### src/rtl/note_player.sv
// note_player: turns the PS/2 make-code stream into queued, fixed-length
// square-wave notes on tone_out. Codes map to note indices 1..21 (C3..B5).
// Notes are buffered in a small FIFO and played back-to-back.
// Optional build macro: NOTE_PLAYER_OCTAVE_SHIFT_EN (shifted keys play one octave up).
//
// state | meaning
// ------+--------------------------------------------------------------
// IDLE  | silent, note_idx=0; pops the queue as soon as it is non-empty
// PLAY  | square wave for note_idx; on the last cycle chains into the
//       | next queued note or falls back to IDLE
module note_player #(
    parameter int CLK_HZ      = 50_000_000,
    parameter int NOTE_CYCLES = 12_500_000,
    parameter int FIFO_DEPTH  = 4
) (
    input  logic       clk,
    input  logic       reset,
    input  logic [7:0] scan_code,
    input  logic       scan_code_ready,
    input  logic       letter_case,
    output logic       tone_out,
    output logic       playing,
    output logic [4:0] note_idx,
    output logic       fifo_full,
    output logic [7:0] drop_cnt
);

    localparam logic [0:0] S_IDLE = 1'b0;
    localparam logic [0:0] S_PLAY = 1'b1;

    // C3 has the longest half period and sizes the tone timer
    localparam int HALF_MAX = CLK_HZ / (2 * 131);
    localparam int TW       = $clog2(HALF_MAX) + 1;
    localparam int DW       = $clog2(NOTE_CYCLES + 1);
    localparam int AW       = $clog2(FIFO_DEPTH);

    localparam logic [DW-1:0] DUR_LOAD  = DW'(NOTE_CYCLES - 1);
    localparam logic [AW:0]   DEPTH_CNT = (AW + 1)'(FIFO_DEPTH);

    function automatic logic [4:0] key_map(input logic [7:0] code);
        case (code)
            8'h1C: key_map = 5'd1;
            8'h1B: key_map = 5'd2;
            8'h23: key_map = 5'd3;
            8'h2B: key_map = 5'd4;
            8'h34: key_map = 5'd5;
            8'h33: key_map = 5'd6;
            8'h3B: key_map = 5'd7;
            8'h15: key_map = 5'd8;
            8'h1D: key_map = 5'd9;
            8'h24: key_map = 5'd10;
            8'h2D: key_map = 5'd11;
            8'h2C: key_map = 5'd12;
            8'h35: key_map = 5'd13;
            8'h3C: key_map = 5'd14;
            8'h16: key_map = 5'd15;
            8'h1E: key_map = 5'd16;
            8'h26: key_map = 5'd17;
            8'h25: key_map = 5'd18;
            8'h2E: key_map = 5'd19;
            8'h36: key_map = 5'd20;
            8'h3D: key_map = 5'd21;
            default: key_map = 5'd0;
        endcase
    endfunction

    // each entry folds to a constant; no divider is built
    function automatic logic [TW-1:0] half_period(input logic [4:0] idx);
        case (idx)
            5'd1:  half_period = TW'(CLK_HZ / (2 * 131));
            5'd2:  half_period = TW'(CLK_HZ / (2 * 147));
            5'd3:  half_period = TW'(CLK_HZ / (2 * 165));
            5'd4:  half_period = TW'(CLK_HZ / (2 * 175));
            5'd5:  half_period = TW'(CLK_HZ / (2 * 196));
            5'd6:  half_period = TW'(CLK_HZ / (2 * 220));
            5'd7:  half_period = TW'(CLK_HZ / (2 * 247));
            5'd8:  half_period = TW'(CLK_HZ / (2 * 262));
            5'd9:  half_period = TW'(CLK_HZ / (2 * 294));
            5'd10: half_period = TW'(CLK_HZ / (2 * 330));
            5'd11: half_period = TW'(CLK_HZ / (2 * 349));
            5'd12: half_period = TW'(CLK_HZ / (2 * 392));
            5'd13: half_period = TW'(CLK_HZ / (2 * 440));
            5'd14: half_period = TW'(CLK_HZ / (2 * 494));
            5'd15: half_period = TW'(CLK_HZ / (2 * 523));
            5'd16: half_period = TW'(CLK_HZ / (2 * 587));
            5'd17: half_period = TW'(CLK_HZ / (2 * 659));
            5'd18: half_period = TW'(CLK_HZ / (2 * 698));
            5'd19: half_period = TW'(CLK_HZ / (2 * 784));
            5'd20: half_period = TW'(CLK_HZ / (2 * 880));
            5'd21: half_period = TW'(CLK_HZ / (2 * 988));
            default: half_period = TW'(HALF_MAX);
        endcase
    endfunction

    logic [0:0]    state;
    logic [TW-1:0] tone_cnt;
    logic [DW-1:0] dur_cnt;
    logic [4:0]    mem [FIFO_DEPTH];
    logic [AW-1:0] wr_ptr;
    logic [AW-1:0] rd_ptr;
    logic [AW:0]   count;
    logic [AW:0]   count_next;
    logic [4:0]    map_idx;
    logic [4:0]    push_idx;
    logic [4:0]    head_idx;
    logic          push_req;
    logic          push_ok;
    logic          pop;
    logic          note_done;

    assign map_idx = key_map(scan_code);

`ifdef NOTE_PLAYER_OCTAVE_SHIFT_EN
    assign push_idx = (letter_case && (map_idx != 5'd0) && (map_idx <= 5'd14))
                      ? map_idx + 5'd7 : map_idx;
`else
    logic unused_letter_case;
    assign unused_letter_case = letter_case;
    assign push_idx = map_idx;
`endif

    // pop only looks at registered occupancy, so an IDLE pop never sees
    // a push from the same cycle
    assign head_idx  = mem[rd_ptr];
    assign note_done = (state == S_PLAY) && (dur_cnt == '0);
    assign pop       = (count != '0) && ((state == S_IDLE) || note_done);
    assign push_req  = scan_code_ready && (map_idx != 5'd0);
    assign push_ok   = push_req && (!fifo_full || pop);
    assign playing   = (state == S_PLAY);

    // next occupancy, used for the registered full flag
    always_comb begin
        count_next = count;
        if (push_ok && !pop)
            count_next = count + (AW + 1)'(1);
        else if (!push_ok && pop)
            count_next = count - (AW + 1)'(1);
    end

    // queue storage; contents need no reset since the pointers are cleared
    always_ff @(posedge clk) begin
        if (push_ok)
            mem[wr_ptr] <= push_idx;
    end

    // queue pointers, occupancy, full flag and saturating drop counter
    always_ff @(posedge clk) begin
        if (reset) begin
            wr_ptr    <= '0;
            rd_ptr    <= '0;
            count     <= '0;
            fifo_full <= 1'b0;
            drop_cnt  <= 8'd0;
        end else begin
            if (push_ok)
                wr_ptr <= wr_ptr + AW'(1);
            if (pop)
                rd_ptr <= rd_ptr + AW'(1);
            count     <= count_next;
            fifo_full <= (count_next == DEPTH_CNT);
            if (push_req && !push_ok && (drop_cnt != 8'hFF))
                drop_cnt <= drop_cnt + 8'd1;
        end
    end

    // player FSM with down-counting tone and duration timers
    always_ff @(posedge clk) begin
        if (reset) begin
            state    <= S_IDLE;
            tone_out <= 1'b0;
            note_idx <= 5'd0;
            tone_cnt <= '0;
            dur_cnt  <= '0;
        end else begin
            case (state)
                S_IDLE: begin
                    tone_out <= 1'b0;
                    note_idx <= 5'd0;
                    if (pop) begin
                        state    <= S_PLAY;
                        note_idx <= head_idx;
                        tone_cnt <= half_period(head_idx) - TW'(1);
                        dur_cnt  <= DUR_LOAD;
                    end
                end
                S_PLAY: begin
                    if (note_done) begin
                        tone_out <= 1'b0;
                        if (pop) begin
                            note_idx <= head_idx;
                            tone_cnt <= half_period(head_idx) - TW'(1);
                            dur_cnt  <= DUR_LOAD;
                        end else begin
                            state    <= S_IDLE;
                            note_idx <= 5'd0;
                        end
                    end else begin
                        dur_cnt <= dur_cnt - DW'(1);
                        if (tone_cnt == '0) begin
                            tone_out <= ~tone_out;
                            tone_cnt <= half_period(note_idx) - TW'(1);
                        end else begin
                            tone_cnt <= tone_cnt - TW'(1);
                        end
                    end
                end
                default: state <= S_IDLE;
            endcase
        end
    end

endmodule

### config.mk
export PLATFORM = sky130hd
export DESIGN_NAME = note_player
export DESIGN_NICKNAME = d
export VERILOG_FILES = /design/src/rtl/note_player.sv
export SDC_FILE = /design/constraint.sdc
export NUM_CORES = 1
export LEC_CHECK = 0
export CAP_MARGIN = 20
export CELL_PAD_IN_SITES_DETAIL_PLACEMENT = 1
export CELL_PAD_IN_SITES_GLOBAL_PLACEMENT = 1
export CORE_MARGIN = 1
export CORE_UTILIZATION = 30
export DETAILED_ROUTE_END_ITERATION = 7
export PLACE_DENSITY = 0.58
export SETUP_SLACK_MARGIN = 0.02
export SLEW_MARGIN = 5
export SYNTH_ARGS = -nofsm -noshare
export SYNTH_HDL_FRONTEND = slang
export SYNTH_SLANG_ARGS = --single-unit
### constraint.sdc
create_clock -name clk -period 9.9 [get_ports clk]
set_clock_uncertainty 0.05 [all_clocks]
set_input_delay 0.99 -clock clk [delete_from_list [all_inputs] [get_ports clk]]
set_output_delay 0.99 -clock clk [all_outputs]
set_load 0.05 [all_outputs]
Fig. 1: routing congestion
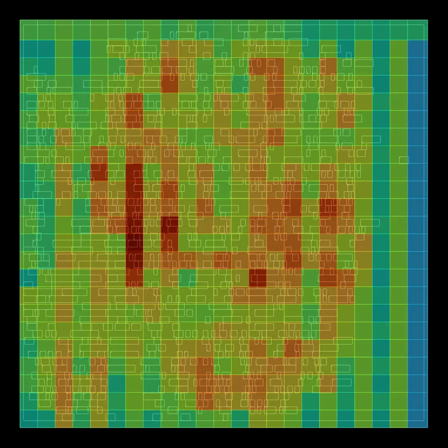
met1 track demand over resource: 23.9%
met3 usage: 2.21%
routed len/inst: 18.2 um
Post-Route Utilization: 33.7%

==> flow_metrics.env <==
# flow metrics
export IMPL_outcome="completed"
export IMPL_grt_max_degree=74
export IMPL_topCombFamilyByArea="AND-OR/OR-AND gates"
export IMPL_top_cells_by_area="dfxtp_1, edfxtp_1, ha_1"
export IMPL_critPathSlowestCell="a2111oi_0"
export IMPL_path_clk_slew_ps=80
export IMPL_drt_wl_total_um=22200
export IMPL_rsz0062_at_grt="false"
export IMPL_tool_warnings=55
export IMPL_fin_ws_ps=5220
export IMPL_ys_flop_type="dfxtp_1"
export IMPL_path_cells="nor4_1 > and4b_1 > and2_1 > a21oi_1 > ha_1 > nor3b_1 > nand2_1 > or3_1 > a221o_1 > a2111oi_0 > o21ai_0 > a22oi_1 > nor2_1"
export IMPL_ios=28
export IMPL_antenna_found_initial=0
export IMPL_dr_pass1_iters=5
export IMPL_synthDistinctLibCells=85
export IMPL_diodes=0
export IMPL_syn_to_final_growth_pct=10.0
export IMPL_cts_root_buffer_cell="clkbuf_16"
export IMPL_cp_max_fo=25
export IMPL_post_cts_buffers=0
export IMPL_min_period_ps=4680
export IMPL_clock_path_buffers=2
export IMPL_hold_viol=0
export IMPL_enable_flop_cells=20
export IMPL_aoi_share_pct=23.6
export IMPL_fin_tns_setup_ps=0
export IMPL_report_final_slew_viol_count=0
export IMPL_drv_cap=0
export IMPL_rows=57
export IMPL_initCoreUtil_pct=30.7
Fig. 2: drive-strength map
The bar under the picture is 50 um long.
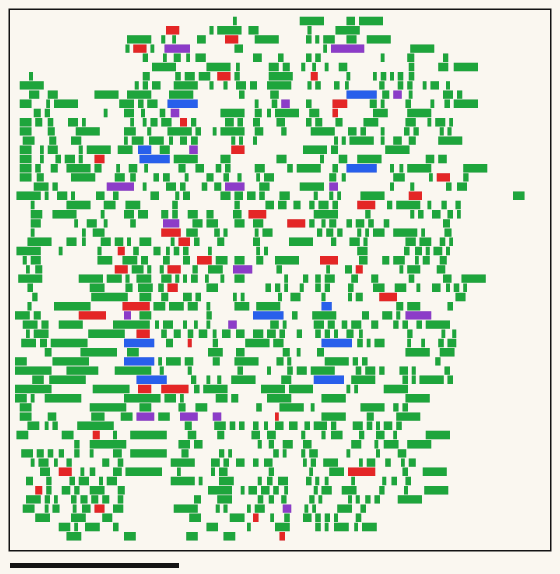
legend:
  purple:
    size: drive 3 to 4
    cells: 18
  red:
    size: drive 2
    cells: 39
  blue:
    size: drive 6 and up
    cells: 12
  green:
    size: drive 1 or less
    cells: 825

report_power, final:
part	internal (mW)	switching (mW)	total (mW)
registers	0.558	0.139	0.697
clock network	0.189	0.180	0.369
logic	0.505	0.864	1.37
routing by layer:
layer	wire (um)	track usage (%)
met3	597	2.21
met2	10500	30.1
met5	0	0
met4	179	4.02
met1	10900	23.9
synth_stat cells, types with 13 or more instances:
master and n:
a21oi_1 63, ha_1 39, a211oi_1 24, nand2_1 76, mux2i_1 22, buf_2 13
nand3_1 24, edfxtp_1 20, a311oi_1 13, nor2b_1 14, inv_1 31, nor3_1 34
xnor2_1 16, o21ai_0 51, xor2_1 14, clkbuf_1 37, dfxtp_1 86, nor2_1 105
worst reg2reg max path, delay by kind of cell (launching register included):
kind | cells | cell delay [ps]
AOI/OAI and AO/OA | 5 | 1730
and+or+nand+nor | 7 | 2060
DFF | 1 | 450
adders and majority gates | 1 | 240
final cells by class:
| class | instances | area share [%] |
|---|---|---|
| inverter | 34 | 1.57 |
| multi-input combinational | 705 | 57.7 |
| timing repair buffer | 33 | 3.81 |
| clock buffer | 10 | 3.05 |
| tap | 324 | 4.94 |
| sequential | 106 | 28.3 |
| clock inverter | 6 | 0.564 |
cells by family (layout without fill, tap and decap cells):
family,after synthesis,after routing
AND/OR/NAND/NOR,340,340
AND-OR/OR-AND,255,255
flip-flops,106,106
buffers and inverters,93,83
multiplexers,41,41
adder cells (fa/ha/maj),39,39
XOR/XNOR,30,30
through the flow:
stage	power, mW	cell area [um^2]	hold slack, ps	std cells	utilization, %
2_1_floorplan	1.71	7460	389	904	-
3_3_place_gp	2.06	7890	408	1201	32.5
3_5_place_dp	2.07	7890	414	1201	32.5
4_1_cts	2.45	8190	428	1217	33.7
5_1_grt	2.64	8200	447	1218	33.7
6_report	2.44	8200	428	1218	33.7
path summary, 6_finish.rpt:
kind,end,from,depth (start not counted),slack [ps]
max,tone_cnt[18],tone_cnt[16],13,5220
min,dur_cnt[23],dur_cnt[23],1,430
max reg2reg,tone_cnt[18],tone_cnt[16],13,5220
min reg2reg,dur_cnt[23],dur_cnt[23],1,430
Power and IR drop assume default switching activity.
